### Logic cells by family

(3 px per µm)
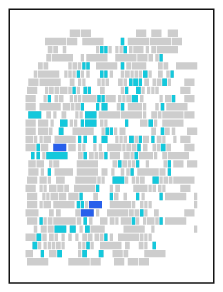
### Routing congestion map

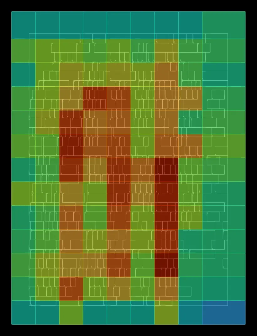
### Where the registers sit

(4 px per µm)
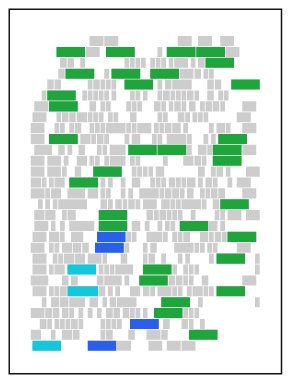
### Close-up of the layout

Window x 38 to 63, y 56 to 81 µm. Cells in grey, sequential cells in the stronger grey; small squares are vias.
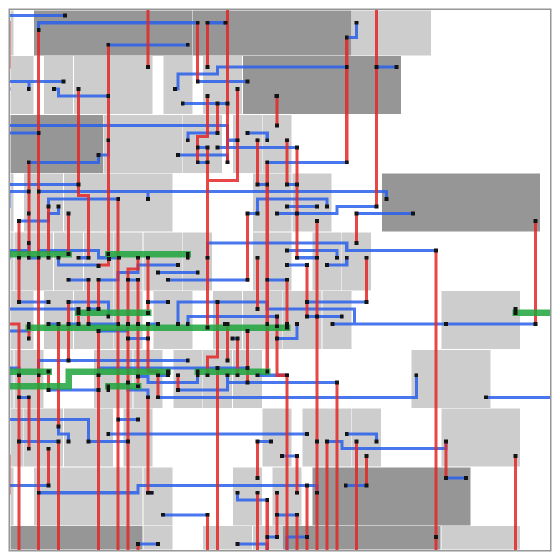
==> config.mk <==
export PLATFORM = sky130hd
export DESIGN_NAME = control_unit
export DESIGN_NICKNAME = d
export VERILOG_FILES = /design/src/rtl/cm0_ctrl_pkg.sv /design/src/rtl/control_unit.sv
export SDC_FILE = /design/constraint.sdc
export NUM_CORES = 1
export LEC_CHECK = 0
export ABC_AREA = 1
export CORE_ASPECT_RATIO = 1.4
export CORE_MARGIN = 5
export CORE_UTILIZATION = 49
export DETAILED_ROUTE_END_ITERATION = 8
export HOLD_SLACK_MARGIN = 0.06
export PLACE_DENSITY = 0.78
export SYNTH_ARGS = -nofsm -noshare
export SYNTH_HDL_FRONTEND = slang
export SYNTH_SLANG_ARGS = --single-unit
export TNS_END_PERCENT = 5
==> constraint.sdc <==
create_clock -name clk -period 1.8 [get_ports clk]
set_input_delay 0.18 -clock clk [delete_from_list [all_inputs] [get_ports clk]]
set_output_delay 0.18 -clock clk [all_outputs]
set_load 0.03 [all_outputs]
==> src/rtl/cm0_ctrl_pkg.sv <==
// Shared control-unit definitions: FSM state codes, reset-wait default and the
// strobe bundle. Also imported by the datapath testbench.
package cm0_ctrl_pkg;

    localparam int RESET_WAIT_DEFAULT = 2;

    typedef enum logic [2:0] {
        ST_INIT      = 3'd0,
        ST_FETCH     = 3'd1,
        ST_DECODE    = 3'd2,
        ST_EXECUTE   = 3'd3,
        ST_WRITEBACK = 3'd4,
        ST_HALT      = 3'd5
    } state_e;

    typedef struct packed {
        logic cu_decode;
        logic cu_execute;
        logic ld_pc;
        logic ld_lr;
        logic ld_rd;
        logic ld_apsr;
        logic branch;
        logic wr_en;
    } strobes_t;

endpackage

==> src/rtl/control_unit.sv <==
// Multi-cycle instruction sequencer: INIT wait, fetch, decode, execute and
// writeback, with halt at instruction boundaries and a retired-instruction count.
module control_unit
    import cm0_ctrl_pkg::*;
#(
    parameter int RESET_WAIT = RESET_WAIT_DEFAULT
) (
    input  logic        clk,
    input  logic        rst,
    input  logic        en,
    input  logic        mem_ready,
    input  logic        update_flags,
    input  logic        write_rd,
    input  logic        ig_ex,
    input  logic        br_en,
    input  logic        br_link,
    input  logic        store_req,
    output logic        cu_decode,
    output logic        cu_execute,
    output logic        ld_pc,
    output logic        ld_lr,
    output logic        ld_rd,
    output logic        ld_apsr,
    output logic        branch,
    output logic        wr_en,
    output logic        ld_sp,
    output logic        ld_ipsr,
    output logic        ld_primask,
    output logic [2:0]  state,
    output logic [31:0] retired
);

    localparam logic [3:0] INIT_LAST = 4'(RESET_WAIT - 1);

    state_e      state_q, state_d;
    logic [3:0]  init_cnt_q, init_cnt_d;
    logic [31:0] retired_q, retired_d;
    strobes_t    strobes;

    always_comb begin
        // NOTE: every signal gets a default before the case so no path infers a latch.
        state_d    = state_q;
        init_cnt_d = init_cnt_q;
        retired_d  = retired_q;
        strobes    = '0;

        case (state_q)
            ST_INIT: begin
                if (init_cnt_q == INIT_LAST) begin
                    state_d    = ST_FETCH;
                    init_cnt_d = '0;
                end else begin
                    init_cnt_d = init_cnt_q + 4'd1;
                end
            end
            ST_FETCH: begin
                if (!en)            state_d = ST_HALT;
                else if (mem_ready) state_d = ST_DECODE;
            end
            ST_HALT: begin
                if (en) state_d = ST_FETCH;
            end
            ST_DECODE: begin
                strobes.cu_decode = 1'b1;
                // A failed condition skips execution and just advances the PC.
                if (ig_ex) begin
                    strobes.ld_pc = 1'b1;
                    state_d       = ST_FETCH;
                end else begin
                    state_d = ST_EXECUTE;
                end
            end
            ST_EXECUTE: begin
                strobes.cu_execute = 1'b1;
                state_d            = ST_WRITEBACK;
            end
            ST_WRITEBACK: begin
                strobes.wr_en = store_req;
                // Stores stall here until memory acknowledges; the ack cycle completes.
                if (!store_req || mem_ready) begin
                    strobes.ld_rd   = write_rd;
                    strobes.ld_apsr = update_flags;
                    strobes.ld_pc   = 1'b1;
                    strobes.branch  = br_en;
                    strobes.ld_lr   = br_en & br_link;
                    retired_d       = retired_q + 32'd1;
                    state_d         = ST_FETCH;
                end
            end
            default: begin
                state_d    = ST_INIT;
                init_cnt_d = '0;
            end
        endcase

        if (rst) strobes = '0;
    end

    always_ff @(posedge clk) begin
        // NOTE: sequential state uses non-blocking assignments only.
        if (rst) begin
            state_q    <= ST_INIT;
            init_cnt_q <= '0;
            retired_q  <= '0;
        end else begin
            state_q    <= state_d;
            init_cnt_q <= init_cnt_d;
            retired_q  <= retired_d;
        end
    end

    assign cu_decode  = strobes.cu_decode;
    assign cu_execute = strobes.cu_execute;
    assign ld_pc      = strobes.ld_pc;
    assign ld_lr      = strobes.ld_lr;
    assign ld_rd      = strobes.ld_rd;
    assign ld_apsr    = strobes.ld_apsr;
    assign branch     = strobes.branch;
    assign wr_en      = strobes.wr_en;
    assign ld_sp      = 1'b0;
    assign ld_ipsr    = 1'b0;
    assign ld_primask = 1'b0;
    assign state      = state_q;
    assign retired    = retired_q;

endmodule

==> results.yml <==
# generated from flow reports
placed_design:
  dp_cells: 484
  numPortBuffers: 52
  place_ws_ns: -0.0387
  placed_area_mm2: 0.00288
sta:
  finalHoldWorstSlack_ns: 0.494
  fin_worst_skew_ns: 0.00413
  rsz0062_at_grt: "false"
  period_used_share: 0.925
  period_needed_ns: 1.66
  fin_ws_ns: 0.136
  hold_viol: 0
  setup_violations: 0
  setup_tns_ns: 0
logic_synthesis:
  ys_sh_simple: 0.434
  top_logic_kind: "simple AND/OR/NAND/NOR gates"
  synth.distinct_cells: 26
  syn_inst: 369
  synth-edff-count: 0
  ys_async_sr_fraction: 0
  ys_seq_frac: 0.342
  synth_dominant_cell_count: "nand2_1"
  aoi_share: 0.0965
  avgSynthCellArea_um2: 6.18
  yosys_warnings: 0
  flop_cell: "dfxtp_1"
route:
  drt-total-wl_um: 5800
  wl_met1_um: 2390
  met2_length_um: 2920
  drc_errors: 0
  vias_per_cell: 5.02
  drt_iter0_drc: 133
  top_layer: "met4"
  wl_met3_um: 357
clock_network:
  cts_resized: 2
  htree_num_levels: 2
  clockBufferDepth: 2
  cts_tree: "built"
  cts-buffers-inserted: 5
  hold_buffers: 0
  clock_latency_ns: 0.29
final_layout:
  layout-drive-gt1-share: 0.0947
  sh_seq_area: 0.260
  fillers: 416
  final_nets: 445
  logic_gates: 269
  flop-count: 39
  n_antenna_cell: 0
  inv_count: 57
  lay_top_cells: "93 x nand2_1, 65 x nor2_1, 54 x inv_1"
  largestClassByArea: "multi-input combinational cells"
  syn2layout_area_growth_pct: 31.8
worst_hold_path:
  hp-start: "retired[5]$_SDFFE_PP0P_"
  whs_endpoint: "retired[5]$_SDFFE_PP0P_"
  hold_depth: 2
setup_path:
  ff2ff_path_depth: 9
  cp.arrival_ns: 1.48
  cpMostUsedCell: "nand2_2"
  regToRegStartpoint: "retired[1]$_SDFFE_PP0P_"
  cp_top_family: "simple AND/OR/NAND/NOR gates"
  cp_max_fo: 5
  crit_path_max_incr_delay_ns: 0.37
global_route:
  overflow: 0
  grt_pass1_wl_um: 9830
die:
  num_rows: 29
  die_h_um: 90.7
  die_x_um: 67.7
pwr:
  p_total_mw: 2.17
  power.group.top: "registers"
  swShare: 0.321
  pg_seq_mw: 0.957
  leakage_nw: 1.22
  p_seq_frac: 0.441
  clock_power_share: 0.299
  pg_comb_mw: 0.565
status:
  status: "complete, no violations"
flow_run:
  warnings: 29
  drv_cap: 0
## Picture notes: 'Logic cells by family'
- NOR gates: cyan (cells 91; most used nor2_1)
- adder and majority cells: blue (cells 3; most used ha_1)
fraction of area in multi-input gates: 0.422
Final Non-Filler Cells: 495
Commonest Layout Cell: nand2_1

## Picture notes: 'Routing congestion map'
final core occ: 0.663
grt met1 use: 0.226
busiest metal layer after global routing: met2

## Picture notes: 'Where the registers sit'
- `retired`: green (flops 32)
- `init_cnt_q`: blue (flops 4)
- `state`: cyan (flops 3)

## Picture notes: 'Close-up of the layout'
- met2: red
- met1: blue
- met3: green
- cells with their middle in the window: 57
- netlist names of flops here include: `retired` (6)
- sequential cells in the window: 6
- most frequent: nand2_1 (12), nor2_1 (8)

Power and IR drop assume default switching activity.
